Met1 routing:
Supply wires on this layer in gray.
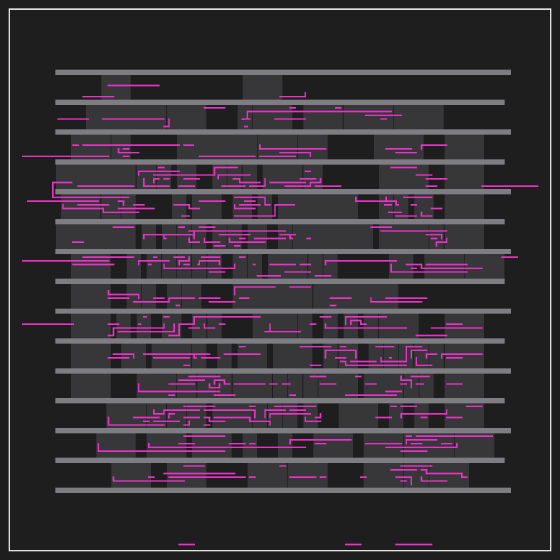
Port wiring:
The bar under the picture is 10 µm long.
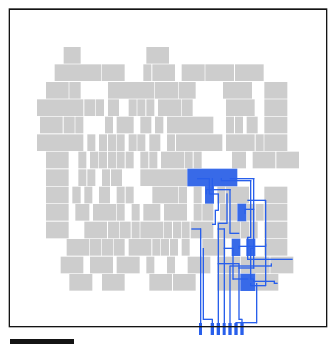
**config.mk**
```make
export PLATFORM = sky130hd
export DESIGN_NAME = msrv32_trap_sequencer
export DESIGN_NICKNAME = d
export VERILOG_FILES = /design/src/rtl/msrv32_pkg.sv /design/src/rtl/msrv32_trap_priority.sv /design/src/rtl/msrv32_trap_sequencer.sv
export SDC_FILE = /design/constraint.sdc
export NUM_CORES = 1
export LEC_CHECK = 0
export ABC_AREA = 1
export CAP_MARGIN = 0
export CORE_MARGIN = 4
export CORE_UTILIZATION = 35
export CTS_CLUSTER_SIZE = 14
export DETAILED_ROUTE_END_ITERATION = 10
export MAX_ROUTING_LAYER = met4
export PLACE_DENSITY = 0.9
export SLEW_MARGIN = 20
export SYNTH_ARGS = -nofsm -noshare
export SYNTH_HDL_FRONTEND = slang
export SYNTH_HIERARCHICAL = 1
export SYNTH_SLANG_ARGS = --single-unit
```
**constraint.sdc**
```tcl
create_clock -name ms_riscv32_mp_clk_in -period 6.8 [get_ports ms_riscv32_mp_clk_in]
set_input_delay 2.04 -clock ms_riscv32_mp_clk_in [delete_from_list [all_inputs] [get_ports ms_riscv32_mp_clk_in]]
set_output_delay 2.04 -clock ms_riscv32_mp_clk_in [all_outputs]
set_load 0.01 [all_outputs]
```
**src/rtl/msrv32_pkg.sv**
```systemverilog
// msrv32_pkg: shared FSM state, PC-select and trap-cause encodings for the trap sequencer
package msrv32_pkg;

    typedef enum logic [1:0] {
        RESET       = 2'b00,
        OPERATING   = 2'b01,
        TRAP_TAKEN  = 2'b10,
        TRAP_RETURN = 2'b11
    } trap_state_t;

    localparam logic [1:0] PC_BOOT = 2'b00;
    localparam logic [1:0] PC_EPC  = 2'b01;
    localparam logic [1:0] PC_TRAP = 2'b10;
    localparam logic [1:0] PC_NEXT = 2'b11;

    localparam logic [4:0] OPCODE_SYSTEM = 5'b11100;
    localparam logic [6:0] FUNCT7_MRET   = 7'b0011000;

    localparam logic [3:0] CAUSE_INSTR_MISALIGNED = 4'd0;
    localparam logic [3:0] CAUSE_ILLEGAL_INSTR    = 4'd2;
    localparam logic [3:0] CAUSE_BREAKPOINT       = 4'd3;
    localparam logic [3:0] CAUSE_LOAD_MISALIGNED  = 4'd4;
    localparam logic [3:0] CAUSE_STORE_MISALIGNED = 4'd6;
    localparam logic [3:0] CAUSE_ECALL_M          = 4'd11;
    localparam logic [3:0] CAUSE_M_SW_IRQ         = 4'd3;
    localparam logic [3:0] CAUSE_M_TIMER_IRQ      = 4'd7;
    localparam logic [3:0] CAUSE_M_EXT_IRQ        = 4'd11;

endpackage

```
**src/rtl/msrv32_trap_priority.sv**
```systemverilog
// msrv32_trap_priority: combinational trap detect and mcause priority encoder
module msrv32_trap_priority
    import msrv32_pkg::*;
(
    input  logic       operating,
    input  logic       misaligned_instr,
    input  logic       illegal_instr,
    input  logic       ebreak,
    input  logic       ecall,
    input  logic       misaligned_store,
    input  logic       misaligned_load,
    input  logic       mie,
    input  logic       meie,
    input  logic       msie,
    input  logic       mtie,
    input  logic       e_irq,
    input  logic       s_irq,
    input  logic       t_irq,
    output logic       trap_detected,
    output logic       i_or_e,
    output logic [3:0] cause
);
    logic exception, e_int, s_int, t_int;

    always_comb begin
        e_int         = mie & e_irq & meie;
        s_int         = mie & s_irq & msie;
        t_int         = mie & t_irq & mtie;
        exception     = misaligned_instr | illegal_instr | ebreak | ecall | misaligned_store | misaligned_load;
        trap_detected = operating & (exception | e_int | s_int | t_int);
        // any exception outranks every interrupt
        i_or_e        = ~exception;
        cause         = misaligned_instr ? CAUSE_INSTR_MISALIGNED :
                        illegal_instr    ? CAUSE_ILLEGAL_INSTR    :
                        ebreak           ? CAUSE_BREAKPOINT       :
                        ecall            ? CAUSE_ECALL_M          :
                        misaligned_store ? CAUSE_STORE_MISALIGNED :
                        misaligned_load  ? CAUSE_LOAD_MISALIGNED  :
                        e_int            ? CAUSE_M_EXT_IRQ        :
                        s_int            ? CAUSE_M_SW_IRQ         :
                                           CAUSE_M_TIMER_IRQ;
    end
endmodule

```
**src/rtl/msrv32_trap_sequencer.sv**
```systemverilog
// msrv32_trap_sequencer: machine-mode trap/MRET control FSM driving PC select, flush and CSR strobes
module msrv32_trap_sequencer
    import msrv32_pkg::*;
(
    input  logic       ms_riscv32_mp_clk_in,
    input  logic       ms_riscv32_mp_rst_in,
    input  logic [4:0] opcode_6_to_2_in,
    input  logic [2:0] funct3_in,
    input  logic [6:0] funct7_in,
    input  logic [4:0] rs2_addr_in,
    input  logic       illegal_instr_in,
    input  logic       misaligned_instr_in,
    input  logic       misaligned_load_in,
    input  logic       misaligned_store_in,
    input  logic       mie_in,
    input  logic       meie_in,
    input  logic       msie_in,
    input  logic       mtie_in,
    input  logic       e_irq_in,
    input  logic       s_irq_in,
    input  logic       t_irq_in,
    output logic       trap_taken_out,
    output logic [1:0] pc_src_out,
    output logic       flush_out,
    output logic       set_cause_out,
    output logic       set_epc_out,
    output logic       mie_clear_out,
    output logic       mie_set_out,
    output logic       i_or_e_out,
    output logic [3:0] cause_out,
    output logic       instret_inc_out
);
    trap_state_t state, next_state;
    logic sys_priv, ecall, ebreak, mret, trap, trap_i_or_e;
    logic [3:0] trap_cause;

    always_comb begin
        sys_priv = (opcode_6_to_2_in == OPCODE_SYSTEM) && (funct3_in == 3'b000);
        ecall    = sys_priv && (funct7_in == 7'd0) && (rs2_addr_in == 5'd0);
        ebreak   = sys_priv && (funct7_in == 7'd0) && (rs2_addr_in == 5'd1);
        mret     = sys_priv && (funct7_in == FUNCT7_MRET) && (rs2_addr_in == 5'd2);
    end

    msrv32_trap_priority u_priority (
        .operating        (state == OPERATING),
        .misaligned_instr (misaligned_instr_in),
        .illegal_instr    (illegal_instr_in),
        .ebreak           (ebreak),
        .ecall            (ecall),
        .misaligned_store (misaligned_store_in),
        .misaligned_load  (misaligned_load_in),
        .mie              (mie_in),
        .meie             (meie_in),
        .msie             (msie_in),
        .mtie             (mtie_in),
        .e_irq            (e_irq_in),
        .s_irq            (s_irq_in),
        .t_irq            (t_irq_in),
        .trap_detected    (trap),
        .i_or_e           (trap_i_or_e),
        .cause            (trap_cause)
    );

    always_ff @(posedge ms_riscv32_mp_clk_in) begin
        if (ms_riscv32_mp_rst_in) begin
            state      <= RESET;
            cause_out  <= 4'd0;
            i_or_e_out <= 1'b0;
        end else begin
            state <= next_state;
            if (trap) begin
                cause_out  <= trap_cause;
                i_or_e_out <= trap_i_or_e;
            end
        end
    end

    // a trap in the same cycle as MRET wins, so MRET is only looked at when no trap is pending
    always_comb begin
        next_state      = (state == OPERATING) ? (trap ? TRAP_TAKEN : mret ? TRAP_RETURN : OPERATING) : OPERATING;
        trap_taken_out  = trap;
        pc_src_out      = (state == RESET)      ? PC_BOOT :
                          (state == OPERATING)  ? PC_NEXT :
                          (state == TRAP_TAKEN) ? PC_TRAP : PC_EPC;
        flush_out       = state != OPERATING;
        set_cause_out   = state == TRAP_TAKEN;
        set_epc_out     = state == TRAP_TAKEN;
        mie_clear_out   = state == TRAP_TAKEN;
        mie_set_out     = state == TRAP_RETURN;
        instret_inc_out = (state == OPERATING) && !trap;
    end
endmodule

```
==> impl_metrics.tcl <==
# collected from the flow reports
set metrics [dict create \
    status "finished, final reports clean" \
    cts_setup_buffers 0 \
    setup_viol 0 \
    cts_resized 0 \
    clkTransAtPathRegs_ns 0.05 \
    fin_worst_skew_ns 0.00146 \
    lay_top_cells "46 x clkdlybuf4s50_1, 30 x nor2_1, 15 x inv_1, 15 x nand2_1" \
    cts.sinks 7 \
    dpl.cell_count 157 \
    synth_warnings 6 \
    clock_path_buffers 2 \
    layout_top_cell "clkdlybuf4s50_1" \
    synth_cells 97 \
    p_leak_nw 0.485 \
    warnings 30 \
    grt_pass1_vias 733 \
    core_area_um2 1560 \
    n_antenna_cell 0 \
    areaGrowthSynthToFinish_pct 82.7 \
    die_area_um2 2420 \
    finalSetupTns_ns 0 \
    fin_nets 184 \
    antenna_found_initial 0 \
    max_slew_margin_pct 70.2 \
    ys.flops 7 \
    cts_tree "done" \
    yosys.area_share.simple_pct 45.9 \
    drtPass1Iterations 4 \
    viasPerCell 4.71 \
    numCtsBuffers 3 \
    gp_congestion 0.797 \
    fmax_mhz 156 \
    final_layout_size_suffix_gt1_share_pct 5.52 \
    hpwl_um 1660 \
    fp-utilization_pct 38.1 \
    powerDensity_nw_per_um2 128 \
    synthAdderAreaFrac_pct 10.5 \
    synth_xor_xnor_area_share_pct 0 \
    mux_share_pct 0 \
    cts_hold_buf 0 \
    startpoint_type "primary input" \
    rows 14 \
    ys_sh_aoi_pct 8.00 \
    die_w_um 49.2 \
    worstSkewPairLatency_ns 0.25 \
    cap_violations 0 \
    drt-initial-drc-count 7 \
    hold_viol_final 0 \
    maxSlewViolCount 0 \
    die_h_um 49.2 \
    rrSetupSlack_ns 5.23 \
    crit_type "primary input to primary output" \
    synth_cell_type_count 16 \
    yosys_area_um2 594 \
    ys_cells 97 \
    synth_area_um2 594 \
    arrival_ns 4.39 \
    grt-ovfl-total 0 \
    worstHoldPathType "flip-flop to flip-flop" \
    grt_pass1_wl_um 3080 \
    synth.avg_cell_area_um2 6.13 \
    rsz0062_at_grt "no" \
    crit_required_ns 4.76 \
    ir_drop_mv 0.116 \
    ys_top_logic_family "simple AND/OR/NAND/NOR gates" \
    fp_nets 135 \
    root_buffer "clkbuf_4" \
    htree_levels 1 \
    wl_per_cell_um 11.7 \
    grt_use_total_pct 16.2 \
    path_max_fanout 9 \
    drc 0 \
    stdcell_count 161 \
    max_slew.worst_pin.slew_ns 0.446 \
    fin_crit_sh_pct 94.5 \
    end_kind "primary output" \
    grt_max_degree 10 \
    period_needed_ns 6.43 \
    yosysSeqAreaShare_pct 23.6 \
]
About 'met1 routing':
nets with wire on the layer: 164
main direction: horizontal
longest straight run: 14.3 µm
wire length on this layer: 695 µm
share of all routed wire: 37%
met1 Resource Use GR: 15.6%
drt total wl: 1890 µm
vias after detailed routing: 759

About 'port wiring':
legend:
  blue:
    port: `funct7_in`
    bits: 7
    direction: input
    edge: bottom
    end_cells: 6
    buffers: 7
    wire: 219 µm
Ports: 47
Port Buffers: 46

[power by group]
group / internal [W] / total, W / switching, W
logic: 0.0000331 / 0.0000550 / 0.0000219
registers: 0.0000446 / 0.0000465 / 0.00000193
clock network: 0.0000224 / 0.0000376 / 0.0000152
total: 0.000100 / 0.000139 / 0.0000390
[kinds of logic (layout without fill, tap and decap cells)]
family                   after synthesis  in the layout
AND/OR/NAND/NOR                       59             59
buffers and inverters                 17             65
AND-OR/OR-AND                          9              9
flip-flops                             7              7
adder cells (fa/ha/maj)                5              5
[layer usage]
layer / GRT usage (%) / routed length (µm)
met5: - / 0
met4: 2.84 / 9
met3: 5.20 / 115
met2: 31.3 / 1070
met1: 15.6 / 695
[stage by stage]
step	total power [W]	util (%)	hold WS, ns	setup slack [ns]	cell area, µm²
after global routing	0.000148	69.7	0.542	0.207	1090
after detailed placement	0.000102	68.0	0.488	0.373	1060
final	0.000139	69.7	0.510	0.373	1090
after floorplan	0.0000663	-	0.533	1.44	594
after CTS	0.000141	69.7	0.513	0.353	1090
after global placement	0.000101	68.0	0.488	0.470	1060
[cell usage after synthesis]
cell     count  area, µm²
a21oi_1      3       15.0
buf_4        2       15.0
dfxtp_1      7        140
ha_1         5       62.6
inv_1       15       56.3
nand2_1     15       56.3
nand3_1      7       35.0
nor2_1      30        113
nor2_2       2       12.5
nor2_4       1       11.3
nor3_1       1       5.00
nor3b_2      1       12.5
nor4_1       1       6.26
nor4_4       1       21.3
o21a_1       1       7.51
o21ai_0      5       25.0
[critical path, stage by stage]
cell             delay [ns]
clkdlybuf4s50_1        0.43
nor2_2                 0.14
inv_1                  0.08
nor3b_2                0.18
nand2_1                0.07
nor2_1                 0.25
nor2_4                 0.07
nand3_1                0.10
nor2_1                 0.05
nor2_1                 0.35
clkdlybuf4s50_1        0.63
[flip-flops by register name (all words and copies together), names as in the netlist]
register,cells
cause_out,4
i_or_e_out,1
state,2
[final cells by class]
type                    count  area, µm²
repair buffers             46        460
clock buffers               4       26.3
well taps                  16       20.0
fillers                   141        473
flip-flops and latches      7        140
multi-input cells          73        383
inverters                  15       56.3
[final timing paths]
| check | start | to | depth (start not counted) |
|---|---|---|---|
| max | rs2_addr_in[3] | trap_taken_out | 11 |
| max reg2reg | state[1] | cause_out[2] | 7 |
| min | cause_out[2] | cause_out[2] | 2 |
| min reg2reg | cause_out[2] | cause_out[2] | 2 |
Power is estimated from default activity; no workload was simulated.
